run_1/cell_classes.png
Fill, decap, tap and diode cells in grey.
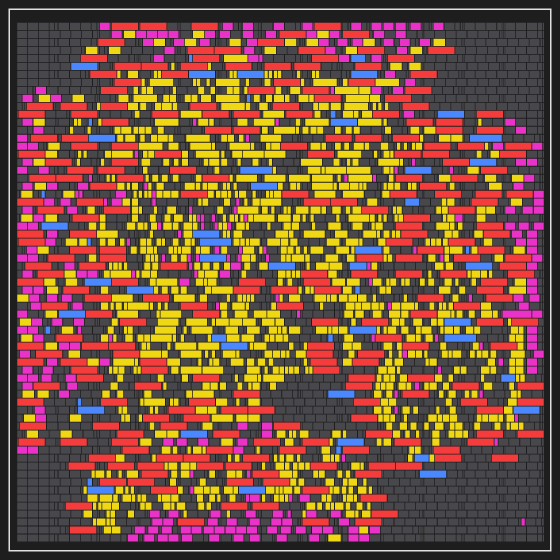
run_1/clock_map.png
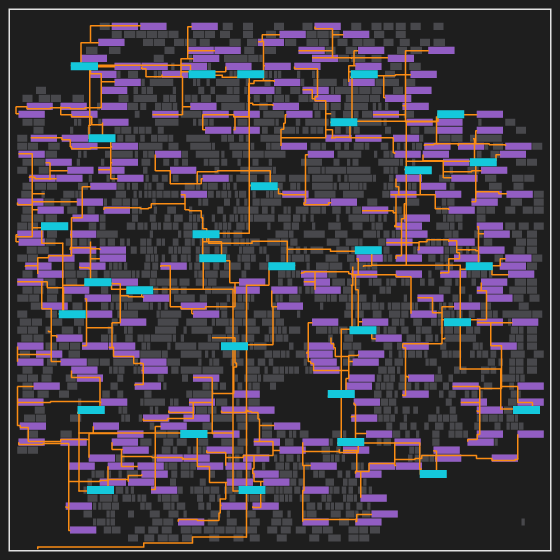
run_1/port_nets.png
The bar under the picture is 50 um long.
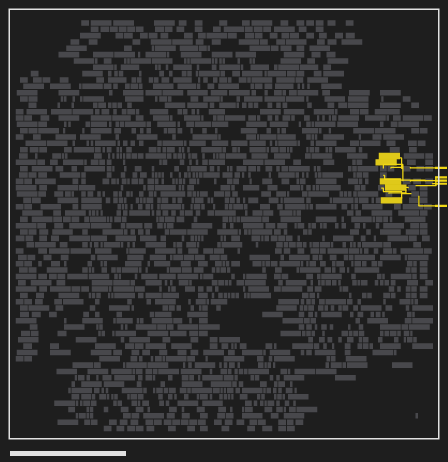
Design fmps_read_links_multi_flat, sky130hd; sources not shown.
==> results.ini, run 1 <==
[logic_synthesis]
synth-main-ff-cell=dfrtp_1
netlist_top_cells_count=258 x dfrtp_1, 136 x nor2_1, 82 x inv_1
synth_flops=258
yosysChipArea_um2=14530
ys_seq_share_pct=44.42
logic_family=simple AND/OR/NAND/NOR gates
synth_nets=1494
top_cell=dfrtp_1
muxShareOfSynthArea_pct=8.798
topCellsByArea=dfrtp_1 44%, fa_1 6.9%, mux2_2 5.4%
yosys_cells=1366
async_flop_share_pct=100.0
synth.distinct_cells=66
mappedNetlistArea_um2=14530

[clocking]
path_clk_slew_ns=0.06
cts.sinks=258
root_buffer=clkbuf_16
holdBufCountCts=0
cts_buffers=30
cts_setup_buffers=0
cts-resized-gates=0
cts_tree=built

[cells_and_area]
filler_cell_count=2748
nonClockBufferCount=279
logic_gate_count=955
area.combinational_um2=7515
n_clock_buffer=42
layout.cells.most_common_list=258 x dfrtp_1, 203 x clkdlybuf4s50_1, 136 x nor2_1, 82 x inv_1, 70 x mux2_2
seqCellArea_um2=6456
comb_share_pct=41.41
nets=1734
final_common_cell=dfrtp_1
bufAreaShareNonClock_pct=12.95
layout-drive-gt1-share_pct=10.26
clkCellAreaFrac_pct=5.577

[global_routing]
track_usage_pct=25.85
grt_pass1_vias=12110
gr-usage-met3_pct=5.824
grt_pass1_wl_um=68510
grt.busiest_layer=met2
met1_usage_pct=36.67
met2_usage_pct=40.44
antenna_found_initial=3
grt_max_degree=87

[routing]
wl_met3_um=3614
vias_per_cell=5.968
dr.max_layer_used=met5
drt_iter0_markers=1129
wl_met1_um=19100
first_pass_iters=5
drt_wl_total_um=43400
vias=12120

[timing]
max_freq_ghz=0.09122
tightest_slew_ns=4.528
post-route-period-util_pct=66.04
hold_violations=0
min_period_ns=10.96
final_max_slew_viol_count=195

[outcome]
status=finished, violations left
violations=capacitance limit, slew limit

[setup_path]
slowest_stage=or4b_2
path_buffers=7
worstPathArrival_ns=11.40
slowest_delay_ns=0.76
critPathMostFrequentCell=fa_1
rrSetupSlack_ns=8.55
worstPathRequired_ns=17.04
crit_chain=clkdlybuf4s50_1, or4b_2, or4_1, clkbuf_1, clkbuf_1, o22a_1, nor2_1, ha_1, fa_1, inv_1, fa_1, fa_1, inv_1, fa_1, fa_1, inv_1, fa_1, inv_1, ha_1, a211oi_1, o21bai_1, a2111o_1, o21ai_0, mux2_2
worst_setup_path_start_kind=input pin
cpLargestDelayFamily=adder cells

[floorplan]
rows=65
taps=402
die_area_um2=33750
die-width_um=183.7

[place]
hpwl_um=31970
gp_congestion=0.9291

[power_and_ir_drop]
power_density_nw_per_um2=80.96
peakVddDrop_v=0.00007290

[min_path]
hold_path_class=reg -> reg
hold_depth=1

[job]
drv_cap=3
tool_warnings=27

Notes on cell_classes.png above:
[flip-flops] red | cells: 258 | share of their area: 37%
[other buffers and delay cells] magenta | cells: 279 | share of their area: 13%
[all other logic] yellow | cells: 1037 | share of their area: 44%
[clock drivers and dummy loads] blue | cells: 53 | share of their area: 5.7%
flop share of the area: 35.57%
core box area: 31720 um2
final core occ: 57.22%

Notes on clock_map.png above:
[flip-flops] purple | count: 258
[clock wires] orange | length: 3700 um
[cells driving clock nets] cyan | count: 30
routed clock nets: 31
clk latency late pin: 0.57 ns
P_clk: 0.684 mW
Worst Skew: 0.02277 ns
Clk pwr share: 46.6%

Notes on port_nets.png above:
[readoutTime] yellow | bits: 5 | direction: output | edge: right | end cells: 5 | buffers: 5 | wire: 128 um
I/O pin count: 210
Port Buffer Count: 204

==> run 1: metrics by stage <==
stage / cells / setup WS (ns) / instance area (um2) / utilization [%]
3_3_place_gp: 1972 / 0.8055 / 17080 / 53.85
6_report: 2031 / 5.637 / 18150 / 57.22
5_1_grt: 2029 / 5.304 / 18140 / 57.20
4_1_cts: 2029 / 5.708 / 18200 / 57.37
2_1_floorplan: 1366 / 6.491 / 14530 / -
3_5_place_dp: 1976 / 5.154 / 17180 / 54.18
==> run 1: report_power, final <==
| group | total [mW] | internal, mW | switching (mW) | leakage (nW) |
|---|---|---|---|---|
| clock network | 0.684 | 0.415 | 0.269 | 0.501 |
| logic | 0.128 | 0.0501 | 0.0783 | 3.90 |
| registers | 0.657 | 0.644 | 0.0130 | 3.56 |
==> run 1 -> run 2 <==
--- a/config.mk
+++ b/config.mk
@@ -5,7 +5,7 @@
 export SDC_FILE = /design/constraint.sdc
 export NUM_CORES = 1
 export LEC_CHECK = 0
-export ABC_CLOCK_PERIOD_IN_PS = 16600
+export ABC_CLOCK_PERIOD_IN_PS = 10400
 export CAP_MARGIN = 20
 export CORE_MARGIN = 2
 export CORE_UTILIZATION = 45
==> constraint.sdc (replaced) <==
create_clock -name sysClk -period 10.4 [get_ports sysClk]
set_input_delay 2.08 -clock sysClk [delete_from_list [all_inputs] [get_ports sysClk]]
set_output_delay 2.08 -clock sysClk [all_outputs]
set_load 0.02 [all_outputs]
run_2/met1.png
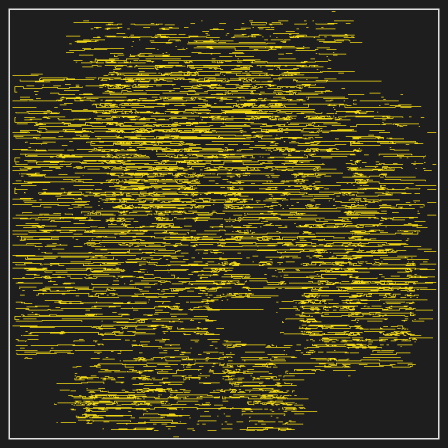
longest straight run: 50.6 um
share of all routed wire: 44%
nets with wire on the layer: 1591
final wirelength: 43400 um
met1 GRT Util: 36.67%

run_2/clock_map.png
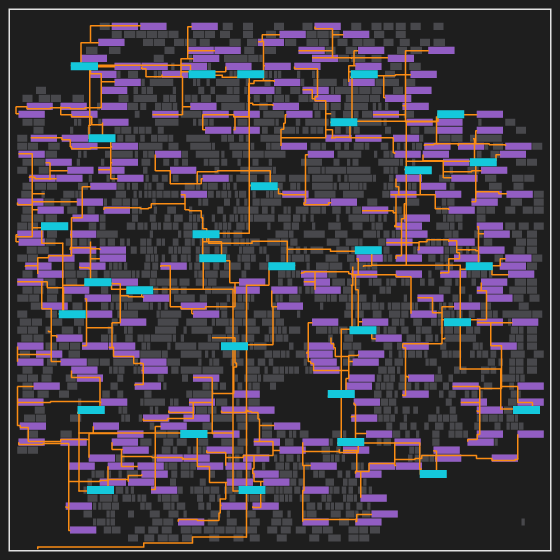
[flip-flops] purple | count: 258
[cells driving clock nets] cyan | count: 30
[clock wires] orange | length: 3700 um
flops lie: all over the die
P_clk: 1.09 mW

run_2/port_nets.png
The bar under the picture is 50 um long.
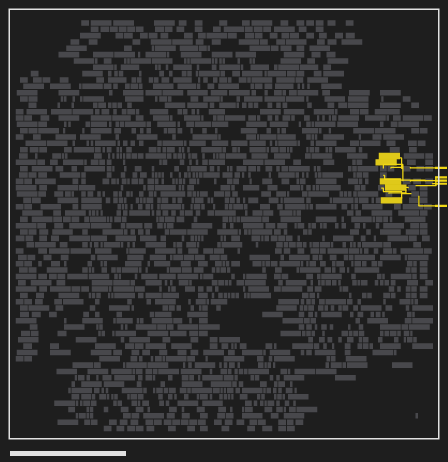
[readoutTime] yellow | bits: 5 | direction: output | edge: right | end cells: 5 | buffers: 5 | wire: 128 um

==> results.ini, run 2 <==
[place]
hpwl_um=31970  ; unchanged
io_buffers=204  ; unchanged
gp_congestion=0.9291  ; unchanged
dpl_cell_area_um2=17180  ; unchanged

[power_and_ir_drop]
swShare_pct=24.55  ; about the same
p_clk_share_pct=46.6  ; about the same
power_leader=the clock network  ; unchanged
power_frac_seq_pct=44.7  ; about the same
p_sw_mw=0.5758  ; was 0.3607 mW
peakVddDrop_v=0.0001164  ; was 0.00007290 V

[job]
tool_warnings=27  ; unchanged
drv_cap=3  ; unchanged

[logic_synthesis]
netlist_top_cells_count=258 x dfrtp_1, 136 x nor2_1, 82 x inv_1  ; unchanged
topCellsByArea=dfrtp_1 44%, fa_1 6.9%, mux2_2 5.4%  ; unchanged
yosys_cells=1366  ; unchanged
synth_nets=1494  ; unchanged

[clocking]
root_buffer=clkbuf_16  ; unchanged
cts_buffers=30  ; unchanged
cts_setup_buffers=0  ; unchanged
cts-resized-gates=0  ; unchanged
cts.sinks=258  ; unchanged
cts_tree=built  ; unchanged

[setup_path]
path_buffers=7  ; unchanged
critPathMostFrequentCell=fa_1  ; unchanged
slowest_stage=or4b_2  ; unchanged
worst_setup_path_start_kind=input pin  ; unchanged

[timing]
hold_violations=0  ; unchanged
final_max_slew_viol_count=195  ; unchanged
fin_ws_ns=0.6769  ; was 5.637 ns
fin_skew_ns=0.02277  ; unchanged

[global_routing]
grt_pass1_vias=12110  ; unchanged
met2_usage_pct=40.44  ; unchanged
grt_pass1_wl_um=68510  ; unchanged
track_usage_pct=25.85  ; unchanged
grt_max_degree=87  ; unchanged

[floorplan]
rows=65  ; unchanged

[cells_and_area]
final_common_cell=dfrtp_1  ; unchanged
layout.cells.most_common_list=258 x dfrtp_1, 203 x clkdlybuf4s50_1, 136 x nor2_1, 82 x inv_1, 70 x mux2_2  ; unchanged

[outcome]
status=finished, violations left  ; unchanged
violations=capacitance limit, slew limit  ; unchanged

[routing]
vias=12120  ; unchanged

run 2: cell counts after synthesis:
No cell type changed its count.
run 2: layout make-up:
class,count,area (um2),share of cell area (%)
diodes,2,5.005,0.02758
clock inverters,11,166.4,0.9169
well taps,402,503.0,2.771
clock buffers,42,845.8,4.660
repair buffers,208,2076,11.44
inverters,82,307.8,1.696
multi-input cells,955,7515,41.41
flip-flops and latches,258,6456,35.57
plain buffers,71,274.0,1.510
run 2: through the flow:
step | total power [mW] | cells | util, % | TNS [ns]
after floorplan | 1.171 | 1366 | - | 0
after global placement | 1.265 | 1972 | 53.85 | -1067.32
after detailed placement | 1.273 | 1976 | 54.18 | 0
after CTS | 2.365 | 2029 | 57.37 | 0
after global routing | 2.431 | 2029 | 57.20 | 0
final | 2.345 | 2031 | 57.22 | 0
Power is estimated from default activity; no workload was simulated.
